### src/rtl/encoder_8x3_pkg.sv
// Shared widths and constants for the 8-to-3 priority encoder.
package encoder_8x3_pkg;

    localparam int ENC_IN_W   = 8;
    localparam int ENC_CODE_W = 3;

    localparam logic [ENC_CODE_W-1:0] IDLE_CODE = 3'b000;

    // Registered result; code is only meaningful while idle is low.
    typedef struct packed {
        logic                  idle;
        logic [ENC_CODE_W-1:0] code;
    } enc_result_t;

    localparam enc_result_t IDLE_RESULT = '{idle: 1'b1, code: IDLE_CODE};

endpackage

### src/rtl/encoder_8x3_core.sv
// Combinational priority search: picks the winning request bit index.
module prio_enc8_core
    import encoder_8x3_pkg::*;
#(
    parameter bit MSB_FIRST = 1'b1
) (
    input  logic                  en,
    input  logic [ENC_IN_W-1:0]   data,
    output logic [ENC_CODE_W-1:0] code_nxt,
    output logic                  idle_nxt
);

    // The loop runs toward the highest-priority end so the last hit wins;
    // bits past the winner never reach the result.
    always_comb begin
        code_nxt = IDLE_CODE;
        idle_nxt = 1'b1;
        if (en) begin
            if (MSB_FIRST) begin
                for (int i = 0; i < ENC_IN_W; i++) begin
                    if (data[i]) begin
                        code_nxt = ENC_CODE_W'(i);
                        idle_nxt = 1'b0;
                    end
                end
            end else begin
                for (int i = ENC_IN_W - 1; i >= 0; i--) begin
                    if (data[i]) begin
                        code_nxt = ENC_CODE_W'(i);
                        idle_nxt = 1'b0;
                    end
                end
            end
        end
    end

endmodule

### src/rtl/encoder_8x3.sv
// 8-input priority encoder with enable and a single registered output stage.
module encoder_8x3
    import encoder_8x3_pkg::*;
#(
    parameter bit MSB_FIRST = 1'b1
) (
    input  logic                  clk,
    input  logic                  rst,
    input  logic                  en,
    input  logic [ENC_IN_W-1:0]   data,
    output logic [ENC_CODE_W-1:0] code,
    output logic                  idle
);

    logic [ENC_CODE_W-1:0] code_nxt;
    logic                  idle_nxt;
    enc_result_t           result_q;

    prio_enc8_core #(
        .MSB_FIRST (MSB_FIRST)
    ) u_core (
        .en       (en),
        .data     (data),
        .code_nxt (code_nxt),
        .idle_nxt (idle_nxt)
    );

    always_ff @(posedge clk) begin
        if (rst) begin
            result_q <= IDLE_RESULT;
        end else begin
            result_q <= '{idle: idle_nxt, code: code_nxt};
        end
    end

    assign code = result_q.code;
    assign idle = result_q.idle;

endmodule

### config.mk
export PLATFORM = sky130hd
export DESIGN_NAME = encoder_8x3
export DESIGN_NICKNAME = d
export VERILOG_FILES = /design/src/rtl/encoder_8x3_pkg.sv /design/src/rtl/encoder_8x3_core.sv /design/src/rtl/encoder_8x3.sv
export SDC_FILE = /design/constraint.sdc
export NUM_CORES = 1
export LEC_CHECK = 0
export CAP_MARGIN = 20
export CORE_AREA = 2 2 39 41
export DETAILED_ROUTE_END_ITERATION = 16
export DIE_AREA = 0 0 41 43
export SYNTH_ARGS = -nofsm -noshare
export SYNTH_HDL_FRONTEND = slang
export SYNTH_HIERARCHICAL = 1
export SYNTH_SLANG_ARGS = --single-unit
### constraint.sdc
create_clock -name clk -period 1.05 [get_ports clk]
set_input_delay 0.21 -clock clk [delete_from_list [all_inputs] [get_ports clk]]
set_output_delay 0.21 -clock clk [all_outputs]
set_load 0.02 [all_outputs]
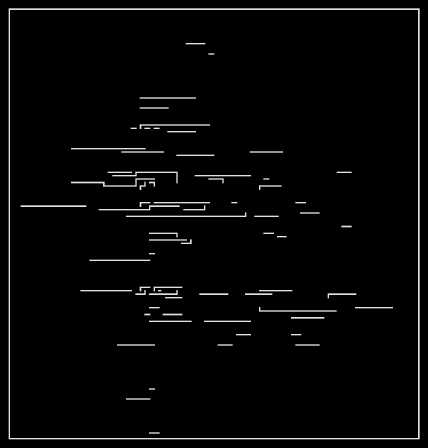
run_1/layer_met1.png
nets with wire on the layer: 44
main direction: horizontal
wire length on this layer: 200 um
GR Util met1: 0.0799
vias: 219
WL final: 482 um

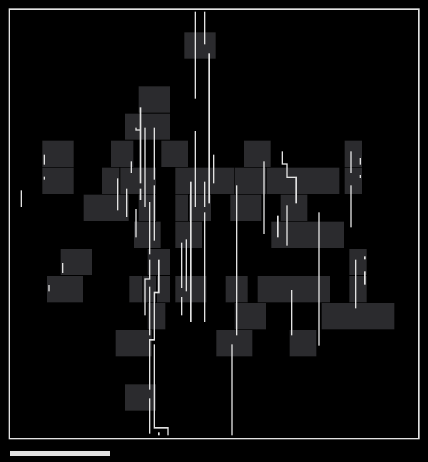
run_1/layer_met2.png
Scale bar: 10 um. Cells faint in the background.
wire length on this layer: 234 um
longest straight run: 15.0 um
main direction: vertical
nets with wire on the layer: 43
share of all routed wire: 49%

==> reports/metrics.cfg, run 1 <==
[run_status]
status = completed

[logic_synthesis]
yosysTopAreaCell = dfxtp_1
ys_warn_count = 6
muxShareOfSynthArea = 0
synth.cellmix.adderShare = 0
ys.flops = 4
netlist_instances = 22
synth_seq_share = 0.393

[route]
via_per_inst = 3.78
wl_per_cell_um = 8.31
drcViolationCount = 0

[clocking]
postCtsHoldBufs = 0
cts_buffers = 3
cts_setup_buffers = 1
clock_tree.root_cell = clkbuf_4
htreeDepth = 1

[finish]
nFillCells = 155
fin_nets = 55
lay_top_count = dlygate4sd2_1
area_growth_pct = 90.8
diodes = 0
fin_area_um2 = 389

[sta]
setup_viol = 0
rsz0062_at_grt = false
hold_viol = 0
post-route-period-util = 0.944
maxSlewHeadroom = 0.835

[place]
dpl.hpwl_um = 417
dpl-instance-area_um2 = 379

[global_routing]
grt_pass1_wl_um = 855
grt_max_degree = 5

[die]
rows = 14

[min_path]
hold_depth = 4

[critical_path]
arrival_ns = 1.11

[pwr]
power_leader = clock
clkPwrFrac = 0.405

[run]
warnings = 26

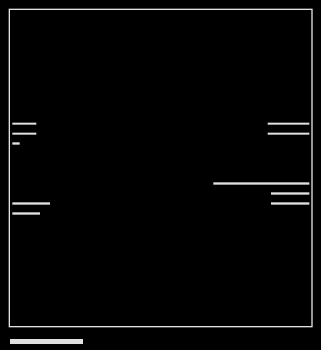
run_1/layer_met3.png
Scale bar: 10 um.
nets with wire on the layer: 10
share of all routed wire: 10%
wire length on this layer: 48.4 um
main direction: horizontal
longest straight run: 12.8 um
met3 Use GR: 0.0157

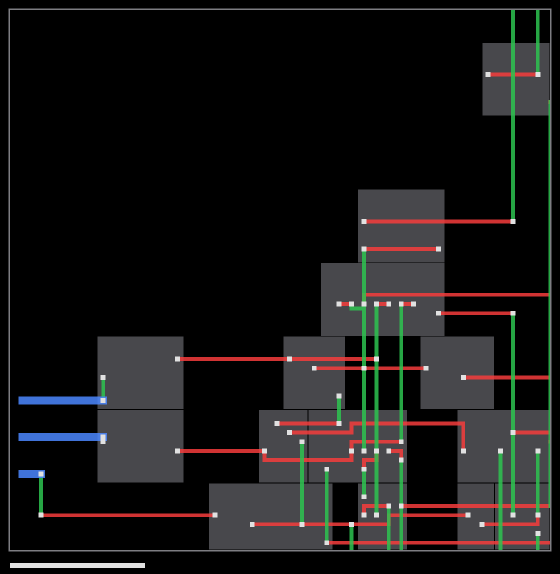
run_1/detail.png
Scale bar: 5 um. Window x 0 to 20, y 22 to 42 um. Cells in gray, sequential cells in the stronger gray; small squares are vias.
[blue] metal 3
[red] metal 1
[green] metal 2
sequential cells in the window: 0
most frequent: dlygate4sd2_1 (4)
cells with their middle in the window: 14

==> run 1: flip-flops by register name, summed over array words and instances (netlist names) <==
name	flops
idle	1
code	3
==> run 1: final cells by class <==
cell class                      count  area share
Timing Repair Buffer               17       0.354
Clock buffer                        3      0.0579
Multi-Input combinational cell     16       0.312
Inverter                            2      0.0193
Sequential cell                     4       0.206
Tap cell                           16      0.0514
==> run 1: worst max-delay path, cell delays in order <==
cell           delay (ns)
dlygate4sd2_1        0.25
nor2_2               0.12
nor3_1               0.05
o31a_2               0.29
and2b_2              0.19
==> run 1: layer usage <==
metal,track usage,vias to the layer above,part of all wire
met3,0.0157,0,0.10
met1,0.0799,93,0.41
li1,-,116,-
met5,0,-,0
met2,0.106,10,0.48
met4,0.0800,0,0
==> run 1: worst max path at each step <==
stage	startpoint	end	slack, ns	depth (start not counted)
global route	data[3]	code[1]$_SDFF_PP0_	0.01	5
floorplan	data[2]	code[1]$_SDFF_PP0_	0.12	4
CTS	code[2]$_SDFF_PP0_	code[2]	0.007	1
detailed placement	data[2]	code[1]$_SDFF_PP0_	-0.39	5
finish	data[3]	code[1]$_SDFF_PP0_	0.06	5
global placement	data[2]	code[1]$_SDFF_PP0_	-0.38	5
==> run 1: cell families (layout without fill, tap and decap cells) <==
group | after synthesis | count (layout)
AND-OR/OR-AND | 5 | 5
buffers and inverters | 2 | 22
flip-flops | 4 | 4
AND/OR/NAND/NOR | 11 | 11
==> run 1: per-stage QoR <==
step,cells,setup slack (ns),utilization,setup TNS [ns]
after detailed placement,54,-0.392,0.274,-1.57
after global routing,58,0.0148,0.281,0
after CTS,58,0.00652,0.294,0
after floorplan,22,0.122,-,0
final,58,0.0593,0.281,0
after global placement,54,-0.378,0.274,-1.44
run_1/congestion.png
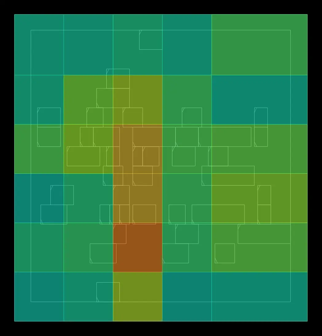

## Run 2: what changed since run 1
- ABC_AREA: default -> 1
- SKIP_CTS_REPAIR_TIMING: default -> 1
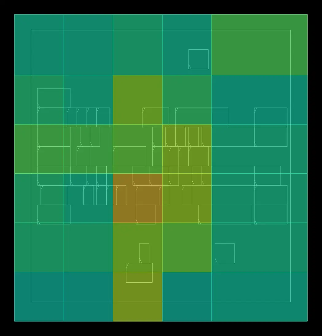
run_2/congestion.png
GRT Max-Usage Layer: met4
GR Util met1: 0.0641
wire per inst: 6.13 um
met2 usage in global routing: 0.0781
Final Util: 0.312

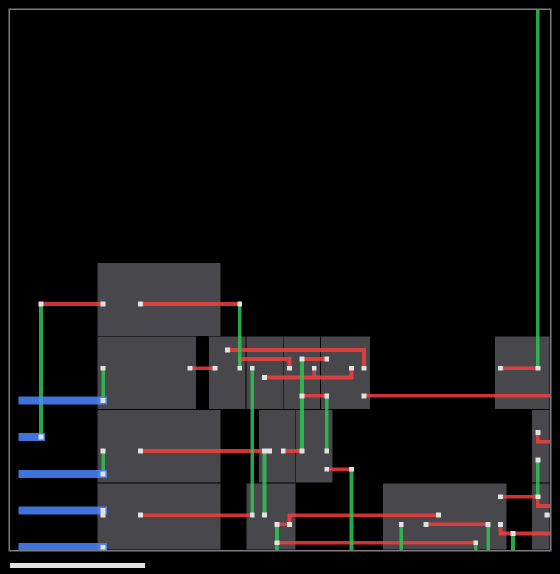
run_2/detail.png
Scale bar: 5 um. Window x 0 to 20, y 22 to 42 um. Cells in gray, sequential cells in the stronger gray; small squares are vias.
[blue] metal 3
[red] metal 1
[green] metal 2
most frequent: dlymetal6s2s_1 (3), clkdlybuf4s50_1 (2), nand2_1 (2)
cells with their middle in the window: 13
sequential cells in the window: 0

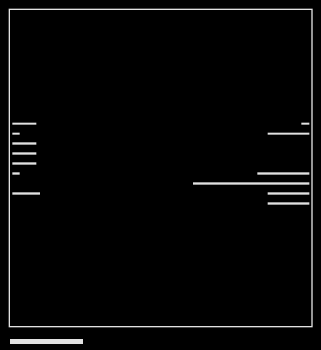
run_2/layer_met3.png
Scale bar: 10 um.
nets with wire on the layer: 13
main direction: horizontal
longest straight run: 15.5 um
wire length on this layer: 56.1 um
share of all routed wire: 13%

==> run 2 against run 1 <==
Effect of this change:
- total power rose by 2.9%
- critical endpoint is now code[2]
- count of clock-buffer cells in the layout did not move
- highest routed layer unchanged
- cell area rose by 11%
==> reports/metrics.cfg, run 2 <==
[critical_path]
critPathSlowestCell = dfxtp_1
required_ns = 0.84
max_stage_delay_ns = 0.29  ; about the same
cp_top_family = flip-flops
arrival_ns = 0.74  ; -0.37 ns
crit_path_cell_trace = dlymetal6s2s_1
crit_buf_inv = 1  ; unchanged

[finish]
fin_nets = 65  ; +18%
diodes = 0  ; unchanged
largest_reg_flops = 3  ; unchanged
lay_top_count = inv_1
area_growth_pct = 113
fin_area_um2 = 432  ; +11%
instances_no_fill = 68  ; +17%

[clocking]
clock_tree.root_cell = clkbuf_4
htreeDepth = 1  ; unchanged
cts_buffers = 3  ; unchanged

[min_path]
hold_path_end = idle$_SDFF_PP1_
hold_depth = 6  ; +2

[logic_synthesis]
netlist_instances = 33  ; +50%
yosysTopAreaCell = dfxtp_1
muxShareOfSynthArea = 0  ; unchanged
ys_sh_xor = 0
syn-cell-area_um2 = 203
yosysUniqueCellTypes = 10
synth.cellmix.adderShare = 0  ; unchanged
synth_seq_share = 0.395  ; +0.00242
ys_warn_count = 6  ; unchanged
ys.flops = 4  ; unchanged
yosys_area_um2 = 203

[route]
via_per_inst = 3.32  ; -12%
drcViolationCount = 0  ; unchanged
drt-total-wl_um = 417  ; -13%
final_antenna_net_count = 0
via_count = 226  ; +3.2%

[die]
rows = 14  ; unchanged
initCoreUtil = 0.146
ios = 15
chip_area_um2 = 1760

[run]
warnings = 26  ; unchanged
drv_cap = 0

[sta]
setup_viol = 0  ; unchanged
hold_viol = 0  ; unchanged
rsz0062_at_grt = false
maxSlewHeadroom = 0.851  ; +0.0162
post-route-period-util = 0.901  ; -0.0427

[place]
dpl-instance-area_um2 = 378  ; -0.33%
place_inst = 65  ; +20%

[global_routing]
grt_max_degree = 5  ; unchanged
grt_pass1_wl_um = 696  ; -19%
grt_overflow_total = 0

[run_status]
status = completed

[pwr]
worst_ir_drop_vdd_uv = 247
powerComb_uw = 108
power_leader = clock
clkPwrFrac = 0.412  ; +0.007

[run 2: cell types whose count changed after synthesis, sizes merged]
| cell | before | now |
|---|---|---|
| a31oi | 0 | 2 |
| and2b | 3 | 0 |
| inv | 2 | 12 |
| nand2 | 1 | 6 |
| nand3 | 0 | 1 |
| nor2 | 3 | 5 |
| nor2b | 1 | 0 |
| nor3 | 1 | 0 |
| nor4 | 1 | 0 |
| o31a | 1 | 0 |
| o41ai | 1 | 0 |
| or2 | 1 | 0 |
[run 2: worst max-delay path by stage]
stage / from / to / slack [ns] / cells past startpoint
3_3_place_gp: data[2] / code[0]$_SDFF_PP0_ / -0.17 / 10
4_1_cts: code[2]$_SDFF_PP0_ / code[2] / -0.29 / 1
3_5_place_dp: data[2] / code[0]$_SDFF_PP0_ / -0.19 / 10
6_report: code[2]$_SDFF_PP0_ / code[2] / 0.10 / 1
2_1_floorplan: data[2] / code[0]$_SDFF_PP0_ / 0.34 / 9
5_1_grt: en / idle$_SDFF_PP1_ / 0.04 / 6
[run 2: cell type report]
type                       count  area (um2)
timing repair buffer          16         178
inverter                      12        45.0
sequential                     4        80.1
multi-input combinational     17        86.3
clock buffer                   3        22.5
tap                           16        20.0
fill                         158         952
[run 2: routing by layer]
layer  GRT usage  vias to the layer above  wire, um
met4       0.100                        0         0
met3      0.0314                        0        56
met2      0.0781                       13       182
met1      0.0641                       80       178
met5           0                        -         0
li1            -                      133         -
[run 2: metrics by stage]
step / utilization / setup TNS (ns) / hold WS, ns / setup slack, ns
floorplan: - / 0 / 0.281 / 0.335
global placement: 0.273 / -0.682 / 0.827 / -0.174
detailed placement: 0.273 / -0.735 / 0.826 / -0.185
CTS: 0.289 / -1.16 / 0.582 / -0.295
global route: 0.312 / 0 / 0.449 / 0.0361
finish: 0.312 / 0 / 0.391 / 0.104
run_2/layer_met2.png
Scale bar: 10 um. Cells faint in the background.
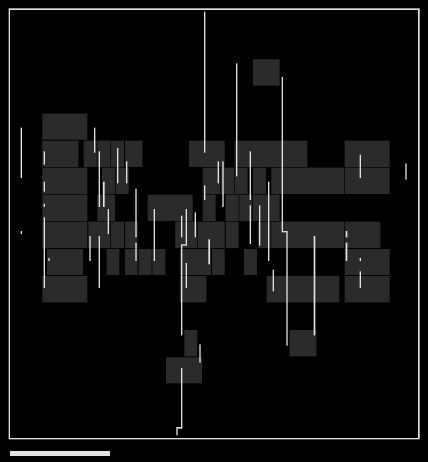

## Run 3: what changed since run 2
- CTS_BUF_LIST: default -> sky130_fd_sc_hd__clkbuf_4 sky130_fd_sc_hd__clkbuf_8
- SKIP_CTS_REPAIR_TIMING: 1 -> default
- SLEW_MARGIN: default -> 20
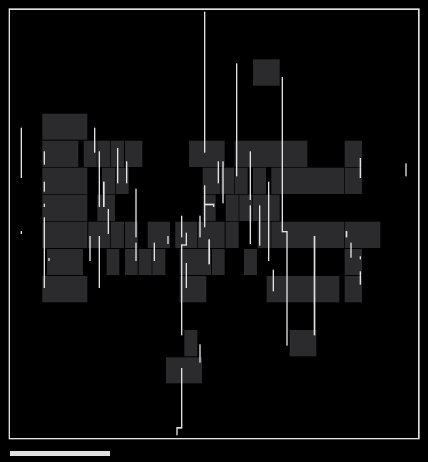
run_3/layer_met2.png
Scale bar: 10 um. Cells faint in the background.
longest straight run: 15.5 um
share of all routed wire: 43%
wire length on this layer: 179 um
main direction: vertical

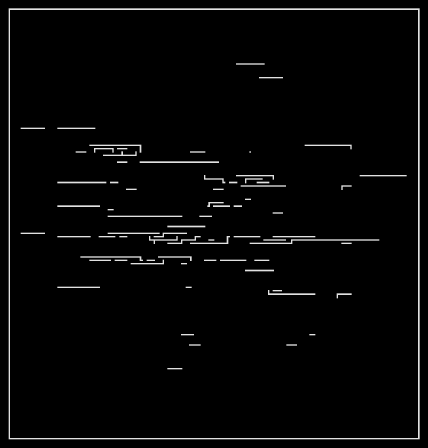
run_3/layer_met1.png
WL final: 420 um
vias: 227

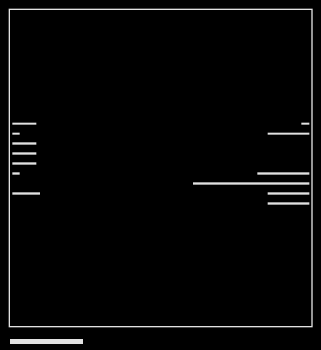
run_3/layer_met3.png
Scale bar: 10 um.
longest straight run: 15.5 um
share of all routed wire: 13%
main direction: horizontal
wire length on this layer: 56.1 um
met3 Use GR: 0.0314

==> run 3 against run 2 <==
Effect of this change:
- flip-flop count did not move
- synthesized cell count did not move
- worst setup slack got worse by 0.017 ns
- synthesized area did not move
- via count rose by 0.44%
- routed wire length rose by 0.72%
- non-clock buffer count did not move
- total power fell by 1.8%
- global-route usage did not move
- critical path depth rose by 5
- worst hold slack barely moved
==> reports/metrics.cfg, run 3 <==
[run_status]
status = completed

[sta]
setup_tns_ns = 0  ; unchanged
setup_viol = 0  ; unchanged
timing.hold.ws_ns = 0.391  ; -0.0000160 ns
post-route-period-util = 0.917  ; +0.0165
rsz0062_at_grt = true

[clocking]
htreeDepth = 1  ; unchanged
clock_tree.root_cell = clkbuf_4
cts_buffers = 3  ; unchanged

[logic_synthesis]
top_area_frac = 0.395
ys.flops = 4  ; unchanged
yosysUniqueCellTypes = 10  ; unchanged
netlist_instances = 33  ; unchanged
ys_warn_count = 6  ; unchanged
syn-cell-area_um2 = 203  ; unchanged
yosys_area_um2 = 203  ; unchanged

[run]
warnings = 27  ; +3.8%
drv_cap = 0  ; unchanged

[finish]
largest_reg_flops = 3  ; unchanged
seq_area_um2 = 80.1  ; unchanged
lay_top_count = inv_1
combGateArea_um2 = 80.1  ; -7.2%
fin_area_um2 = 395  ; -8.4%
nFillCells = 164  ; +3.8%
area_growth_pct = 95.1
final_util = 0.286  ; -0.0262
instances_no_fill = 68  ; unchanged

[place]
place_inst = 65  ; unchanged
dpl-instance-area_um2 = 378  ; unchanged
place_ws_ns = -0.185  ; unchanged

[critical_path]
critical_path_depth = 6  ; +5
arrival_ns = 1.09  ; +0.35 ns
cp_top_family = buffers and inverters
crit_path_cell_trace = clkdlybuf4s50_1 > inv_1 > a31oi_1 > a21oi_1 > inv_1 > nand2_1
required_ns = 1.18  ; +0.34 ns
crit_start = en
critPathSlowestCell = clkdlybuf4s50_1
max_stage_delay_ns = 0.47  ; +0.18 ns
critPathCapture = idle$_SDFF_PP1_

[global_routing]
grt_max_degree = 5  ; unchanged
grt_overflow_total = 0  ; unchanged

[die]
ios = 15  ; unchanged
rows = 14  ; unchanged
initCoreUtil = 0.146  ; unchanged
chip_area_um2 = 1760  ; unchanged

[route]
via_per_inst = 3.34  ; +0.44%
drcViolationCount = 0  ; unchanged
wl_per_cell_um = 6.18  ; +0.72%

[pwr]
worst_ir_drop_vdd_uv = 244  ; -1.2%

[min_path]
hold_path_end = idle$_SDFF_PP1_
hold_depth = 6  ; unchanged

## run 3: netlist changes by cell type in the layout (fill, tap and decap cells not counted), sizes merged
cell and delta:
dlymetal6s2s -4, clkbuf +4
## run 3: report_power, final
| part | switching, mW | internal, mW | total, mW | leakage [nW] |
|---|---|---|---|---|
| clock network | 0.0623 | 0.128 | 0.190 | 0.0138 |
| registers | 0.00186 | 0.162 | 0.164 | 0.0333 |
| logic | 0.0452 | 0.0536 | 0.0988 | 0.203 |
| total | 0.109 | 0.343 | 0.453 | 0.250 |
## run 3: tightest hold or removal path: cells and delay by family
kind                   cells  cell delay, ns
buffers and inverters      2            0.14
AND/OR/NAND/NOR            3            0.15
AND-OR/OR-AND              1            0.06
## run 3: metal layers
| metal | routed length (um) | GRT usage | vias up |
|---|---|---|---|
| li1 | - | - | 133 |
| met1 | 185 | 0.0641 | 81 |
| met2 | 179 | 0.0781 | 13 |
| met3 | 56 | 0.0314 | 0 |
| met4 | 0 | 0.100 | 0 |
| met5 | 0 | 0 | - |
## run 3: repair_timing
| item | 4_1_cts | 5_1_grt |
|---|---|---|
| hold buffers | 0 | 0 |
| resized | 8 | 11 |
| setup endpoints to repair | 4 | 7 |
| gates cloned | 0 | 0 |
| pin swaps | 0 | 2 |
## run 3: final cells by class
type,count,share of cell area
flip-flops and latches,4,0.203
multi-input cells,17,0.203
clock buffers,3,0.0570
repair buffers,16,0.373
well taps,16,0.0506
inverters,12,0.114
## run 3: kinds of logic (layout without fill, tap and decap cells)
| group | after synthesis | after routing | share of synthesized area |
|---|---|---|---|
| AND-OR/OR-AND | 5 | 5 | 0.154 |
| flip-flops | 4 | 4 | 0.395 |
| AND/OR/NAND/NOR | 12 | 12 | 0.228 |
| buffers and inverters | 12 | 31 | 0.222 |
Power figures rest on the tool's default switching activity, not on a simulated workload.
